==> run_1/layer_met1.png <==
The bar under the picture is 50 um long.
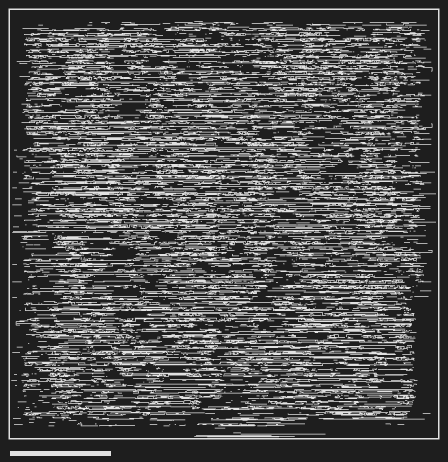
==> run_1/layer_met2.png <==
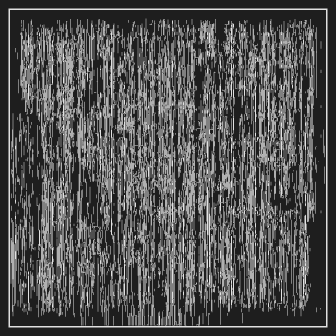
==> run_1/congestion.png <==
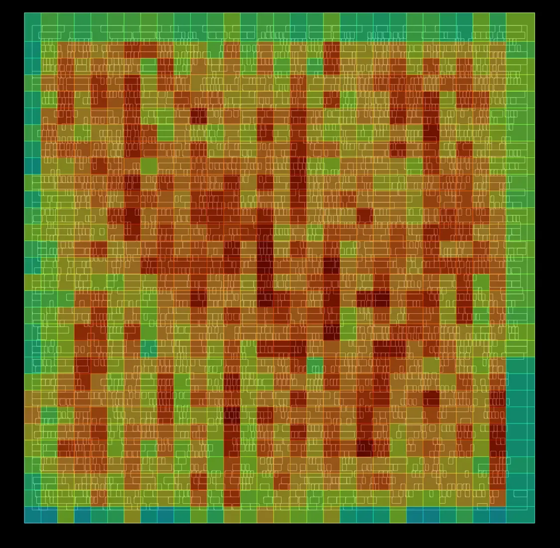
==> config.mk <==
export PLATFORM = sky130hd
export DESIGN_NAME = fp_alu_seq
export DESIGN_NICKNAME = d
export VERILOG_FILES = /design/src/rtl/fp_alu_pkg.sv /design/src/rtl/fp_lzc.sv /design/src/rtl/fp_alu_seq.sv
export SDC_FILE = /design/constraint.sdc
export NUM_CORES = 1
export LEC_CHECK = 0
export ABC_AREA = 1
export CAP_MARGIN = 20
export CORE_MARGIN = 3
export CORE_UTILIZATION = 54
export DETAILED_ROUTE_END_ITERATION = 6
export PLACE_DENSITY = 0.72
export SYNTH_ARGS = -nofsm -noshare
export SYNTH_HDL_FRONTEND = slang
export SYNTH_SLANG_ARGS = --single-unit
==> constraint.sdc <==
create_clock -name clk -period 9.87 [get_ports clk]
set_input_delay 1.974 -clock clk [delete_from_list [all_inputs] [get_ports clk]]
set_output_delay 1.974 -clock clk [all_outputs]
set_load 0.01 [all_outputs]
==> flow_summary_export.csv, run 1 <==
group,metric,value,unit
run_status,status,"finished clean",
worst_setup_path,path_buffers,4,
synthesis,area_leaders,"dfrtp_1 34%, nand2_1 12%, ha_1 7.9%",
finish,layout-drive-gt1-share,4.89,%
route,drt-initial-drc-count,2740,
floorplan,ios,106,
synthesis,async_flop_share,100,%
synthesis,synthCells,3298,
route,first_pass_iters,6,
flow_run,warning_count,48,
final_timing,setup-tns-final,0,ps
floorplan,die_w,212,um
floorplan,row_count,74,
clock_tree,cts_tree,"done",
synthesis,synthTopCellsByCount,"758 x nand2_1, 398 x inv_1, 327 x a21oi_1, 327 x nor2_1, 315 x dfrtp_1",
worst_setup_path,endpoint_kind,"flip-flop",
final_timing,fin_crit,5690,ps
route,via_per_inst,6.06,
place,io_buffers,105,
worst_setup_path,crit_cells,49,
clock_tree,postCtsSetupRepairBufs,0,
place,place_congestion,1.02,
clock_tree,hold_buffers,0,
clock_tree,cts_resized,0,
clock_tree,path_clk_slew,60,ps
synthesis,edf_count,0,
clock_tree,clk_latency,550,ps
worst_hold_path,hold_class,"flip-flop to flip-flop",
place,dp_hpwl,62.2,mm
synthesis,syn_area_per_cell,6.95,um2
clock_tree,numCtsBuffers,38,
worst_setup_path,path_delay_family,"simple AND/OR/NAND/NOR gates",
final_timing,fin_crit_sh,57.6,%
final_timing,finalClockSkew,19.0,ps
grt,grt_pass1_wl,127,mm
synthesis,ys.warnings.count,0,
finish,multiInputGateArea,12900,um2
final_timing,slew_violations,0,
worst_setup_path,critPathLaunchType,"flip-flop",
synthesis,top_cell,"nand2_1",
flow_run,max_cap_violations,0,
floorplan,die_h,212,um
## Picture notes: layer_met1.png
share of all routed wire: 41%
main direction: horizontal
wire length on this layer: 33.8 mm
nets with wire on the layer: 3355
longest straight run: 82.8 um
WL final: 82.3 mm
met1 GRT Util: 49.6%

## Picture notes: layer_met2.png
share of all routed wire: 45%
longest straight run: 89.1 um
main direction: vertical
nets with wire on the layer: 2926
Vias: 23565
met2 Use GR: 57.7%

## Picture notes: congestion.png
GR peak layer: met2
GR met3 Demand/Resource: 6.58%
global-route usage over all layers: 36.3%

[run 1: placed cells by master, fill, tap and decap left out, types with 41 or more instances in the layout]
cell type	n
dfrtp_1	315
clkbuf_16	41
ha_1	144
a31oi_1	48
inv_1	397
nor2_1	324
clkdlybuf4s50_1	104
nand2_1	756
a21oi_1	327
o21ai_0	195
o22ai_1	69
nand3_1	250
[run 1: logic make-up (layout without fill, tap and decap cells)]
| logic type | after synthesis | after routing | share of synthesized area, % |
|---|---|---|---|
| xor+xnor | 55 | 55 | 2.13 |
| buf+inv | 556 | 614 | 9.36 |
| fa+ha+maj | 150 | 150 | 8.39 |
| compound gates | 781 | 781 | 19.3 |
| simple gates | 1437 | 1437 | 26.2 |
| mux | 4 | 4 | 0.191 |
| flops | 315 | 315 | 34.4 |
[run 1: routing by layer]
| layer | vias to the layer above | GRT usage [%] | wire length [um] |
|---|---|---|---|
| met2 | 1220 | 57.7 | 36700 |
| met3 | 242 | 6.58 | 7810 |
| li1 | 11040 | - | - |
| met4 | 6 | 14.3 | 3960 |
| met1 | 11057 | 49.6 | 33800 |
| met5 | - | 0 | 32 |
[run 1: stage by stage]
step	setup WS, ps	instance area [um2]	util [%]	hold WS, ps
floorplan	5320	22900	-	447
global placement	4320	24300	58.6	459
detailed placement	4260	24300	58.6	465
CTS	4270	25600	61.9	480
global route	3510	25600	62.0	503
finish	4180	25600	62.0	480
[run 1: layout make-up]
class                   instances  area share (%)
well taps                     532            2.60
repair buffers                128            4.92
inverters                     417            6.10
clock buffers                  51            4.30
multi-input cells            2427            50.4
clock inverters                18           0.971
flip-flops and latches        315            30.7
==> run_1/metal_density.png <==
The bar under the picture is 50 um long. The die is cut into 21 by 21 equal tiles; black is low, pale yellow is high, scaled to the fullest tile. Values are wire area over tile area, all layers added.
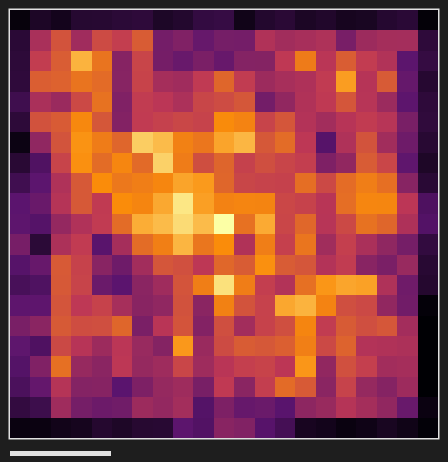

==> inputs of run 2 (changes only) <==
Settings changed: PLACE_DENSITY 0.72 to 0.75.
Clock period 9.87 ns to 5 ns, I/O delays scaled along.
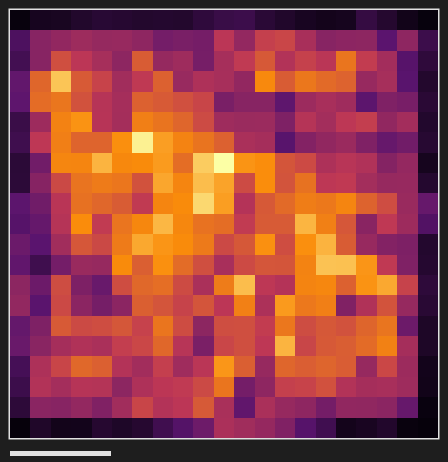
(run_2/metal_density.png)
The bar under the picture is 50 um long. The die is cut into 21 by 21 equal tiles; black is low, pale yellow is high, scaled to the fullest tile. Values are wire area over tile area, all layers added.
emptiest ninth of the die: north-east
tiles over half the peak: 45%
nearly empty tiles: 0.50%
mean over tiles: 0.32
Vias: 23820
global-route usage over all layers: 37.0%
DR WL/cell: 21.5 um
WL final: 84.1 mm

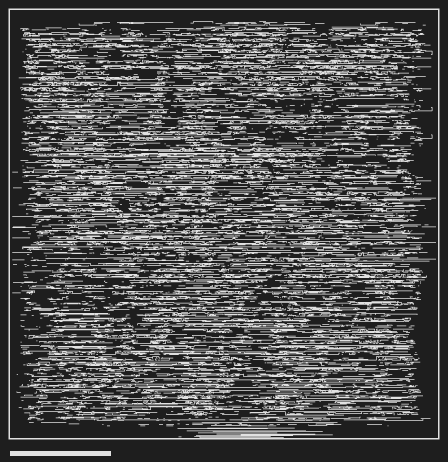
(run_2/layer_met1.png)
The bar under the picture is 50 um long.
share of all routed wire: 41%
main direction: horizontal
nets with wire on the layer: 3355
wire length on this layer: 34.5 mm
met1 GRT Util: 50.4%

==> run 2 against run 1 <==
Net effect: setup slack worse by 3900 ps; first-iteration DRC count is 5.2% higher; maximum frequency is 21% higher; non-clock buffer count is 32 higher; wire length is 2.2% higher; cell count is 0.72% higher; area after synthesis stayed put; hold slack worse by 58 ps.
==> flow_summary_export.csv, run 2 <==
group,metric,value,unit
final_timing,finalClockSkew,11.5,ps
final_timing,layout_setup_ws,296,ps
synthesis,synthCells,3298,
run_status,status,"finished clean",
synthesis,top_cell,"nand2_1",
clock_tree,cts_tree,"done",
synthesis,area_leaders,"dfrtp_1 34%, nand2_1 12%, ha_1 7.9%",
synthesis,edf_count,0,
flow_run,max_cap_violations,0,
place,place_congestion,0.997,
clock_tree,postCtsSetupRepairBufs,0,
place,place_ws,357,ps
route,drt-initial-drc-count,2883,
final_timing,slew_violations,0,
clock_tree,hold_buffers,0,
clock_tree,clk_latency,560,ps
floorplan,die_h,212,um
finish,multiInputGateArea,13000,um2
final_timing,fin_crit_sh,94.1,%
final_timing,fin_crit,4700,ps
finish,mostFrequentLayoutCells,"753 x nand2_1, 392 x inv_1, 321 x nor2_1, 321 x a21oi_1, 315 x dfrtp_1",
synthesis,ys.warnings.count,0,
worst_setup_path,critPathLaunchType,"flip-flop",
clock_tree,cts_resized,0,
clock_tree,path_clk_slew,60,ps
place,io_buffers,105,
synthesis,async_flop_share,100,%
worst_setup_path,endpoint_kind,"flip-flop",
finish,layout-drive-gt1-share,6.32,%
synthesis,syn_area_per_cell,6.95,um2
place,dp_hpwl,64.0,mm
flow_run,warning_count,47,
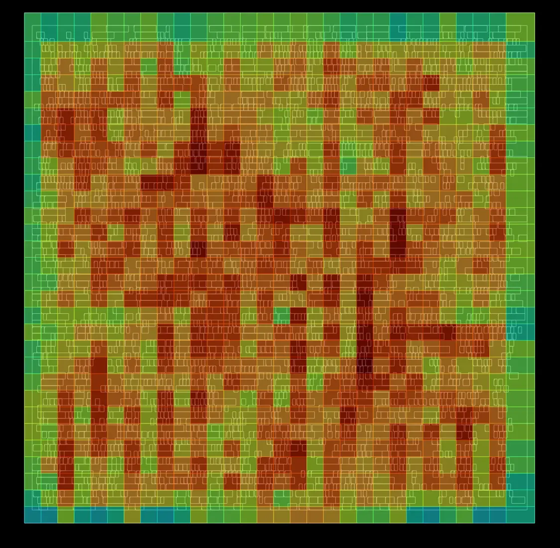
(run_2/congestion.png)
Util after Layout: 62.7%
met2 Use GR: 59.2%
GR met3 Demand/Resource: 6.12%

==> run 2: critical path, delay by kind of cell, from the launching register on <==
| kind | cells | cell delay [ps] |
|---|---|---|
| adders and majority gates | 3 | 800 |
| DFF | 1 | 400 |
| buffers and inverters | 10 | 870 |
| and+or+nand+nor | 21 | 1780 |
| AOI/OAI and AO/OA | 6 | 610 |
| xor gates and xnor gates | 1 | 130 |
==> run 2: cell families (layout without fill, tap and decap cells) <==
group                      count (synthesis)  count (layout)  synth area share, %
AOI/OAI and AO/OA                        781             781                 19.3
DFF                                      315             315                 34.4
and+or+nand+nor                         1437            1437                 26.2
xor gates and xnor gates                  55              55                 2.13
adders and majority gates                150             150                 8.39
muxes                                      4               4                0.191
buffers and inverters                    556             642                 9.36
==> run 2: stage by stage <==
| stage | util, % | setup TNS [ps] | cells | instance area, um2 | hold slack (ps) |
|---|---|---|---|---|---|
| finish | 62.7 | 0 | 3916 | 25900 | 422 |
| global route | 62.7 | -880 | 3916 | 25900 | 483 |
| CTS | 62.1 | 0 | 3902 | 25700 | 478 |
| detailed placement | 59.0 | 0 | 3837 | 24400 | 465 |
| global placement | 59.0 | 0 | 3837 | 24400 | 459 |
| floorplan | - | 0 | 3298 | 22900 | 447 |
==> run 2: layer usage <==
metal  wire length [um]  track usage [%]
met5                 13                0
met4               3670             14.8
met3               7620             6.12
met2              38300             59.2
met1              34500             50.4
==> run 2: layout make-up <==
| type | instances | area share [%] |
|---|---|---|
| clock buffers | 52 | 4.26 |
| clock inverters | 13 | 0.700 |
| inverters | 417 | 6.05 |
| multi-input cells | 2427 | 50.1 |
| flip-flops and latches | 315 | 30.4 |
| well taps | 532 | 2.57 |
| repair buffers | 160 | 5.90 |
